run_1/m1.png
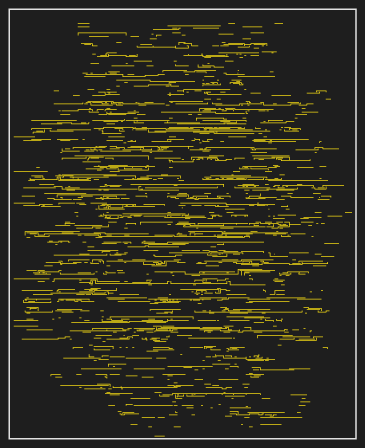
run_1/clock_wires.png
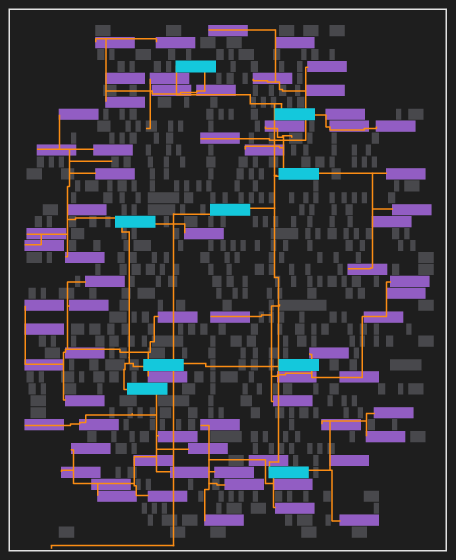
run_1/port_trees.png
Bar = 20 um.
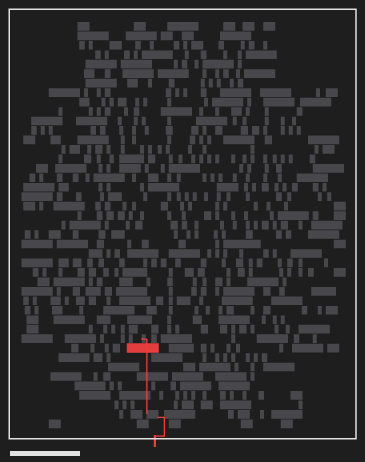
## config.mk

```make
export PLATFORM = sky130hd
export DESIGN_NAME = clkmeter
export DESIGN_NICKNAME = d
export VERILOG_FILES = /design/src/rtl/clkmeter.sv
export SDC_FILE = /design/constraint.sdc
export NUM_CORES = 1
export LEC_CHECK = 0
export ABC_AREA = 1
export CELL_PAD_IN_SITES_DETAIL_PLACEMENT = 1
export CELL_PAD_IN_SITES_GLOBAL_PLACEMENT = 2
export CORE_ASPECT_RATIO = 1.25
export CORE_MARGIN = 2
export CORE_UTILIZATION = 33
export DETAILED_ROUTE_END_ITERATION = 12
export PLACE_DENSITY = 0.82
export SETUP_SLACK_MARGIN = 0.5
export SLEW_MARGIN = 30
export SYNTH_ARGS = -nofsm -noshare
export SYNTH_HDL_FRONTEND = slang
export SYNTH_SLANG_ARGS = --single-unit
```

## constraint.sdc

```tcl
create_clock -name clk -period 2.7 [get_ports clk]
set_input_delay 0.27 -clock clk [delete_from_list [all_inputs] [get_ports clk]]
set_output_delay 0.27 -clock clk [all_outputs]
set_load 0.005 [all_outputs]
```

## src/rtl/clkmeter.sv

```systemverilog
// Period meter for a slow asynchronous clock or tick, measured in cycles of clk.
// Synchronizes clkin, detects rising edges and reports rise-to-rise distance with a one-cycle valid strobe.
module clkmeter #(
  parameter int unsigned WIDTH = 32
) (
  input  logic             clk,
  input  logic             reset,
  input  logic             clkin,
  output logic [WIDTH-1:0] period,
  output logic             valid,
  output logic             timeout
);

  typedef enum logic [1:0] {
    WAIT_LOW,
    ARMED,
    MEASURE
  } state_t;

  localparam logic [WIDTH-1:0] CNT_MAX = '1;
  localparam logic [WIDTH-1:0] CNT_ONE = WIDTH'(1);

  logic             s0;
  logic             s1;
  logic             prev;
  logic             rise;
  logic [WIDTH-1:0] counter;
  state_t           state;

  always_ff @(posedge clk or posedge reset) begin
    if (reset) begin
      s0   <= 1'b0;
      s1   <= 1'b0;
      prev <= 1'b0;
    end else begin
      s0   <= clkin;
      s1   <= s0;
      prev <= s1;
    end
  end

  always_comb begin
    rise = s1 & ~prev;
  end

  always_ff @(posedge clk or posedge reset) begin
    if (reset) begin
      state   <= WAIT_LOW;
      counter <= '0;
      period  <= '0;
      valid   <= 1'b0;
      timeout <= 1'b0;
    end else begin
      valid <= 1'b0;
      case (state)
        // Requiring a low level first keeps a high input at reset release from counting as an edge.
        WAIT_LOW: begin
          if (!s1) begin
            state <= ARMED;
          end
        end
        ARMED: begin
          if (rise) begin
            counter <= CNT_ONE;
            state   <= MEASURE;
          end
        end
        MEASURE: begin
          if (rise) begin
            period  <= counter;
            valid   <= 1'b1;
            timeout <= 1'b0;
            counter <= CNT_ONE;
          end else if (counter == CNT_MAX) begin
            timeout <= 1'b1;
            state   <= WAIT_LOW;
          end else begin
            counter <= counter + CNT_ONE;
          end
        end
        default: begin
          state <= WAIT_LOW;
        end
      endcase
    end
  end

endmodule
```

==> reports/qor.csv, run 1 <==
metric,value,unit
first_global_vias,3498,
globalRouteOverflowTotal,0,
worstSetupStartpointType,flop,
cts_sinks,71,
clkCellAreaFrac,6.36,%
met2RoutedLength,5530,um
synth_top_area_share,47.5,%
inverters,45,
combGateArea,0.00171,mm^2
finalSetupViolations,0,
diodes,0,
finalPower,0.00295,W
min_to,s1$_DFF_PP0_,
grtUsageMet1,22.7,%
p_leak,1.95,nW
synthCells,490,
r2r-end,counter[5]$_DFFE_PP0P_,
core_area,0.0111,mm^2
grt_busiest_layer,met2,
cts_buffers,9,
antenna_found_initial,0,
gp_congestion,0.858,
hold_start,s0$_DFF_PP0_,
grt_pass1_wl,17700,um
synth.top_cells.by_count,"164 x nand2_1, 71 x dfrtp_1, 57 x nor2_1",
p_int,0.00202,W
synth-xor-area-share,0.468,%
synthTopCellsByArea,"dfrtp_1 48%, nand2_1 16%, nor2_1 5.7%",
timing.critical_path.buf_inv,3,
drtIter0Drc,92,
fin_crit,1.98,ns
nWellTaps,135,
p_seq,0.00116,W
drv_cap,0,
wl_met1,4610,um
power_frac_comb,21.0,%
flop_cell,dfrtp_1,
htreeDepth,3,
largest_class,flip-flops and latches,
top_power_group,clock,
seq_area,0.00178,mm^2
area_delta_synth_final,22.1,%
slew_headroom,51.0,%
logic_family,simple AND/OR/NAND/NOR gates,
placed_area,0.00423,mm^2
worst-setup-path-type,reg2reg,
cpMaxStageDelayCell,inv_2,
timing.final.crit_share,73.2,%
path_clk_slew,0.06,ns
fin_setup_tns,0,ns
clkPwrFrac,39.7,%
nNonClkBuffers,43,
fillers,1382,
pg_clk,0.00117,W
grtUsageTotal,18.7,%
status,finished clean,
crit_chain,inv_2 > nor2_2 > inv_1 > nor2_4 > inv_2 > nand3_4 > nand2_1 > o21ai_2,
worstHoldPathCells,0,
synth.distinct_cells,29,
nClkBuffers,10,
swShare,31.8,%
p_seq_share,39.3,%
Notes on m1.png above:
share of all routed wire: 44%
wire length on this layer: 4610 um
main direction: horizontal
nets with wire on the layer: 478

Notes on clock_wires.png above:
[orange] clock wires | length: 1090 um
[cyan] clock-net drivers | count: 9
[purple] flip-flops | count: 71
flops lie: widely spread

Notes on port_trees.png above:
| color | port | bits | direction | edge | end cells | buffers | wire |
|---|---|---|---|---|---|---|---|
| red | timeout | 1 | output | south | 1 | 1 | 36.6 um |

run_1/congestion_map.png
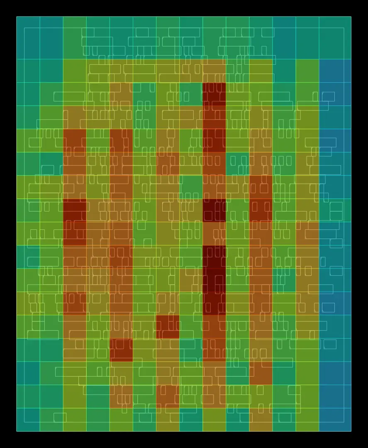

==> run 2, diff against run 1 <==
- clock period: 2.7 -> 1.9 ns (I/O delays scaled with it)
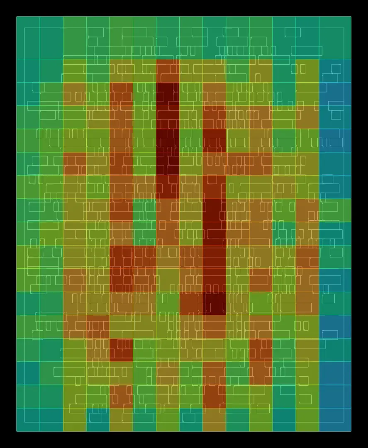
run_2/congestion_map.png
all-layer global routing usage: 20.9%
routed len/inst: 16.8 um
Final Util: 47.4%

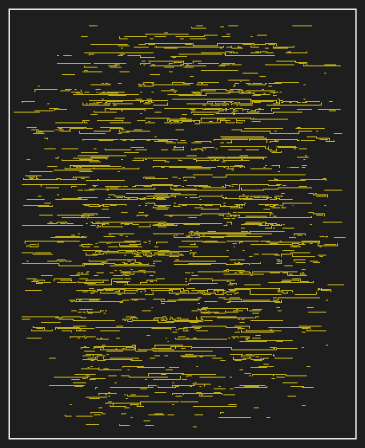
run_2/m1.png
wire length on this layer: 4920 um
nets with wire on the layer: 541
main direction: horizontal
share of all routed wire: 41%
longest straight run: 37.3 um
via count: 3576
met1 GRT Util: 23.7%
wirelength, routed: 11900 um

==> reports/qor.csv, run 2 <==
metric,value,unit,change
pg_clk,0.00176,W,+50%
finalSetupViolations,0,,unchanged
p_int,0.00333,W,+65%
synth_top_area_share,47.5,%,unchanged
core_area,0.0111,mm^2,unchanged
timing.final.crit_share,87.7,%,+15 points
nWellTaps,135,,unchanged
drv_cap,0,,unchanged
synthTopCellsByArea,"dfrtp_1 48%, nand2_1 16%, nor2_1 5.7%",,
fin_setup_tns,0,ns,unchanged
synth-xor-area-share,0.468,%,unchanged
status,finished clean,,
antenna_found_initial,0,,unchanged
met2RoutedLength,6390,um,+16%
p_leak,2.74,nW,+41%
worstSetupStartpointType,flop,,
cpMaxStageDelayCell,dfrtp_1,,
gp_congestion,0.898,,+4.7%
grt_busiest_layer,met2,,
clkPwrFrac,36.5,%,-3.2 points
p_seq_share,34.5,%,-4.8 points
diodes,0,,unchanged
area_delta_synth_final,40.5,%,
grt_pass1_wl,19800,um,+12%
inverters,45,,unchanged
synthCells,490,,unchanged
largest_class,logic gates,,
crit_chain,ha_4 > nand2_4 > nor2_4 > nand2_4 > nor2_8 > nand2_4 > nand2_8 > nand3_4 > buf_8 > nand2_1 > o21ai_2,,
timing.critical_path.buf_inv,1,,-2
p_seq,0.00167,W,+44%
fin_crit,1.67,ns,-0.310 ns
logic_family,simple AND/OR/NAND/NOR gates,,
drtIter0Drc,130,,+41%
swShare,31.0,%,-0.79 points
clkCellAreaFrac,5.90,%,-0.45 points
first_global_vias,3922,,+12%
fillers,1328,,-3.9%
nClkBuffers,13,,+3
finalPower,0.00483,W,+63%
